`src/rtl/instr_fetch.sv`:
```
// Instruction fetch/issue unit: PC, synchronous imem request, field split and valid/ready hand-off.
// Optional FETCH_PERF_EN adds saturating handshake and stall counters.
module instr_fetch #(
    parameter int                 ADDR_W   = 8,
    parameter logic [ADDR_W-1:0]  RESET_PC = '0
) (
    input  logic              clk,
    input  logic              rst,
    output logic              imem_en,
    output logic [ADDR_W-1:0] imem_addr,
    input  logic [31:0]       imem_rdata,
    input  logic              redirect,
    input  logic [ADDR_W-1:0] redirect_pc,
    output logic              out_valid,
    input  logic              out_ready,
    output logic [5:0]        upcode,
    output logic [4:0]        rs,
    output logic [4:0]        rt,
    output logic [4:0]        rd,
    output logic [4:0]        shamt,
    output logic [5:0]        func,
    output logic [15:0]       imm,
    output logic [ADDR_W-1:0] instr_pc
`ifdef FETCH_PERF_EN
    ,
    output logic [15:0]       perf_issued,
    output logic [15:0]       perf_stall
`endif
);

    typedef enum logic [1:0] {
        S_REQ  = 2'd0,
        S_RESP = 2'd1,
        S_HOLD = 2'd2
    } state_t;

    state_t            state, state_nxt;
    logic [ADDR_W-1:0] pc;
    logic [31:0]       instr;
    logic              handshake;

    assign handshake = out_valid & out_ready;

    // Redirect pre-empts any request; rst gates the strobe while the async reset is held.
    always_comb begin
        state_nxt = state;
        imem_en   = 1'b0;
        imem_addr = pc;
        if (redirect) begin
            state_nxt = S_REQ;
        end else begin
            case (state)
                S_REQ: begin
                    imem_en   = 1'b1;
                    state_nxt = S_RESP;
                end
                S_RESP: state_nxt = S_HOLD;
                S_HOLD: begin
                    if (handshake) begin
                        imem_en   = 1'b1;
                        state_nxt = S_RESP;
                    end
                end
                default: state_nxt = S_REQ;
            endcase
        end
        if (rst) imem_en = 1'b0;
    end

    always_ff @(posedge clk or posedge rst) begin
        if (rst) begin
            state     <= S_REQ;
            pc        <= RESET_PC;
            instr     <= '0;
            instr_pc  <= '0;
            out_valid <= 1'b0;
        end else begin
            state <= state_nxt;
            if (redirect) begin
                pc        <= redirect_pc;
                out_valid <= 1'b0;
            end else if (state == S_RESP) begin
                instr     <= imem_rdata;
                instr_pc  <= pc;
                pc        <= pc + 1'b1;
                out_valid <= 1'b1;
            end else if (state == S_HOLD && out_ready) begin
                out_valid <= 1'b0;
            end
        end
    end

    assign upcode = instr[31:26];
    assign rs     = instr[25:21];
    assign rt     = instr[20:16];
    assign rd     = instr[15:11];
    assign shamt  = instr[10:6];
    assign func   = instr[5:0];
    assign imm    = instr[15:0];

`ifdef FETCH_PERF_EN
    always_ff @(posedge clk or posedge rst) begin
        if (rst) begin
            perf_issued <= '0;
            perf_stall  <= '0;
        end else begin
            if (handshake && perf_issued != '1)
                perf_issued <= perf_issued + 16'd1;
            if (out_valid && !out_ready && perf_stall != '1)
                perf_stall <= perf_stall + 16'd1;
        end
    end
`endif

endmodule
```
`config.mk`:
```
export PLATFORM = sky130hd
export DESIGN_NAME = instr_fetch
export DESIGN_NICKNAME = d
export VERILOG_FILES = /design/src/rtl/instr_fetch.sv
export SDC_FILE = /design/constraint.sdc
export NUM_CORES = 1
export LEC_CHECK = 0
export CAP_MARGIN = 10
export CORE_MARGIN = 2
export CORE_UTILIZATION = 43
export DETAILED_ROUTE_END_ITERATION = 8
export GPL_TIMING_DRIVEN = 0
export PLACE_DENSITY = 0.9
export SLEW_MARGIN = 20
export SYNTH_ARGS = -nofsm -noshare
export SYNTH_HDL_FRONTEND = slang
export SYNTH_SLANG_ARGS = --single-unit
```
`constraint.sdc`:
```
create_clock -name clk -period 4.3 [get_ports clk]
set_input_delay 0.43 -clock clk [delete_from_list [all_inputs] [get_ports clk]]
set_output_delay 0.43 -clock clk [all_outputs]
set_load 0.01 [all_outputs]
```
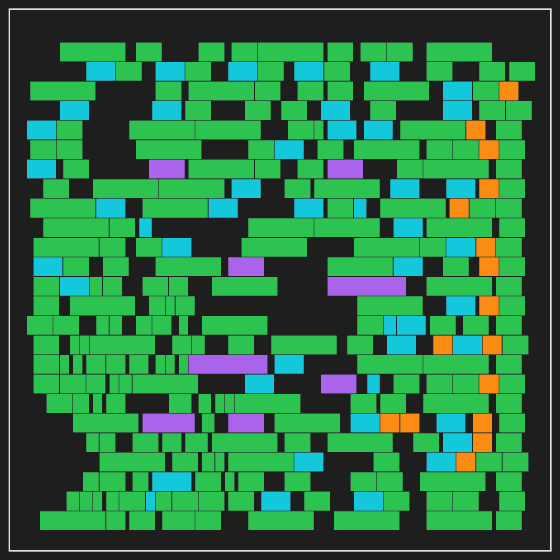
Fig. 1. Sizing map.
color	size	cells	share	most used
purple	drive 6 and up	8	2.8%	clkbuf_8
orange	drive 3 to 4	16	5.7%	buf_4
green	drive 1 or less	212	75%	clkdlybuf4s50_1
cyan	drive 2	46	16%	mux2_2
Design Area, Final: 0.003507 mm2
PnR worst setup slack: 1.941 ns
area grow syn2layout: 60.91%

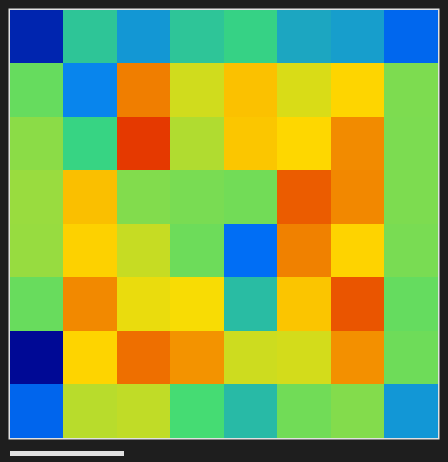
Fig. 2. Placement density heat map.
Scale bar: 20 um. The die is cut into 8 by 8 equal tiles; dark blue is low, red is high, 0 to 100% covered.
nearly empty tiles	1.6%
tiles over 75% full	31%
densest ninth of the die	right middle
emptiest ninth of the die	top left
fullest tile	94%
core area: 0.004817 mm2
Final Util: 0.7281
fp_density: 0.4525

==> results.py <==
# Generated from Yosys and OpenROAD reports
metrics = {
    "logic_synthesis": {
        "numSynthFlops": 51,
        "synthArstFlopShare": 1.000,
        "synthDistinctLibCells": 26,
        "synth.cellmix.simpleShare": 0.07979,
        "synth_seq_share": 0.5855,
        "top_cells_by_count": "dfrtp_1, mux2_2, buf_4",
        "ys_sh_mux": 0.2113,
        "enable_flop_cells": 0,
        "synth-xor-area-share": 0.008037,
        "syn_inst": 164,
        "topCellsByArea": "dfrtp_1, mux2_2, buf_4",
        "netlist.area_leader.share": 0.5855,
    },
    "setup_path": {
        "critPathRequiredTime_ns": 3.87,
        "critical_path_peak_fanout": 10,
        "crit_chain": "clkdlybuf4s50_1 -> clkbuf_1 -> nor4_1 -> clkdlybuf4s50_1",
        "crit_family": "buffers and inverters",
        "cp-endpoint": "imem_en",
    },
    "pwr": {
        "internal_power_w": 0.001397,
        "pg_clk_w": 0.000387,
        "seq_power_share": 0.377,
    },
    "final_layout": {
        "n_antenna_cell": 0,
        "finalNetCount": 326,
    },
    "clock_network": {
        "clk_pin_slew_ns": 0.09,
        "cts_tree": "built",
        "clock_latency_ns": 0.30,
        "ctsResizeCount": 0,
    },
    "sta": {
        "relSlewSlack": 0.6443,
        "fin_hold_ws_ns": 0.5096,
    },
    "global_route": {
        "grt_max_degree": 30,
        "grt-ovfl-total": 0,
        "antenna_found_initial": 0,
        "grt_pass1_wl_mm": 7.665,
    },
    "detailed_routing": {
        "drtPass1Iterations": 4,
    },
    "floorplan": {
        "rows": 25,
        "die_h_um": 75.20,
        "ios": 110,
    },
    "placement": {
        "post-dp-hpwl_mm": 3.877,
    },
    "outcome": {
        "run_status": "complete, no violations",
    },
}
==> stage by stage <==
step | cell area [um2] | total power (W) | setup WS, ns | std cells
after floorplan | 2180 | 0.001062 | 2.640 | 164
after global placement | 3354 | 0.001519 | 1.622 | 340
after detailed placement | 3374 | 0.001549 | 1.947 | 341
after CTS | 3507 | 0.001940 | 1.945 | 349
after global routing | 3507 | 0.002020 | 1.852 | 349
final | 3507 | 0.001915 | 1.941 | 349
==> state kept, by name, summed over array words and instances (netlist names) <==
register / cells
out_valid: 1
imem_addr: 8
instr_pc: 8
state: 2
instr: 32
==> per-layer routing <==
metal	vias up	part of all wire	track usage
met5	-	0	0
met4	0	0.010	0.04678
met3	6	0.095	0.06827
met2	82	0.50	0.3129
met1	811	0.39	0.2172
li1	797	-	-
Power and IR drop assume default switching activity.
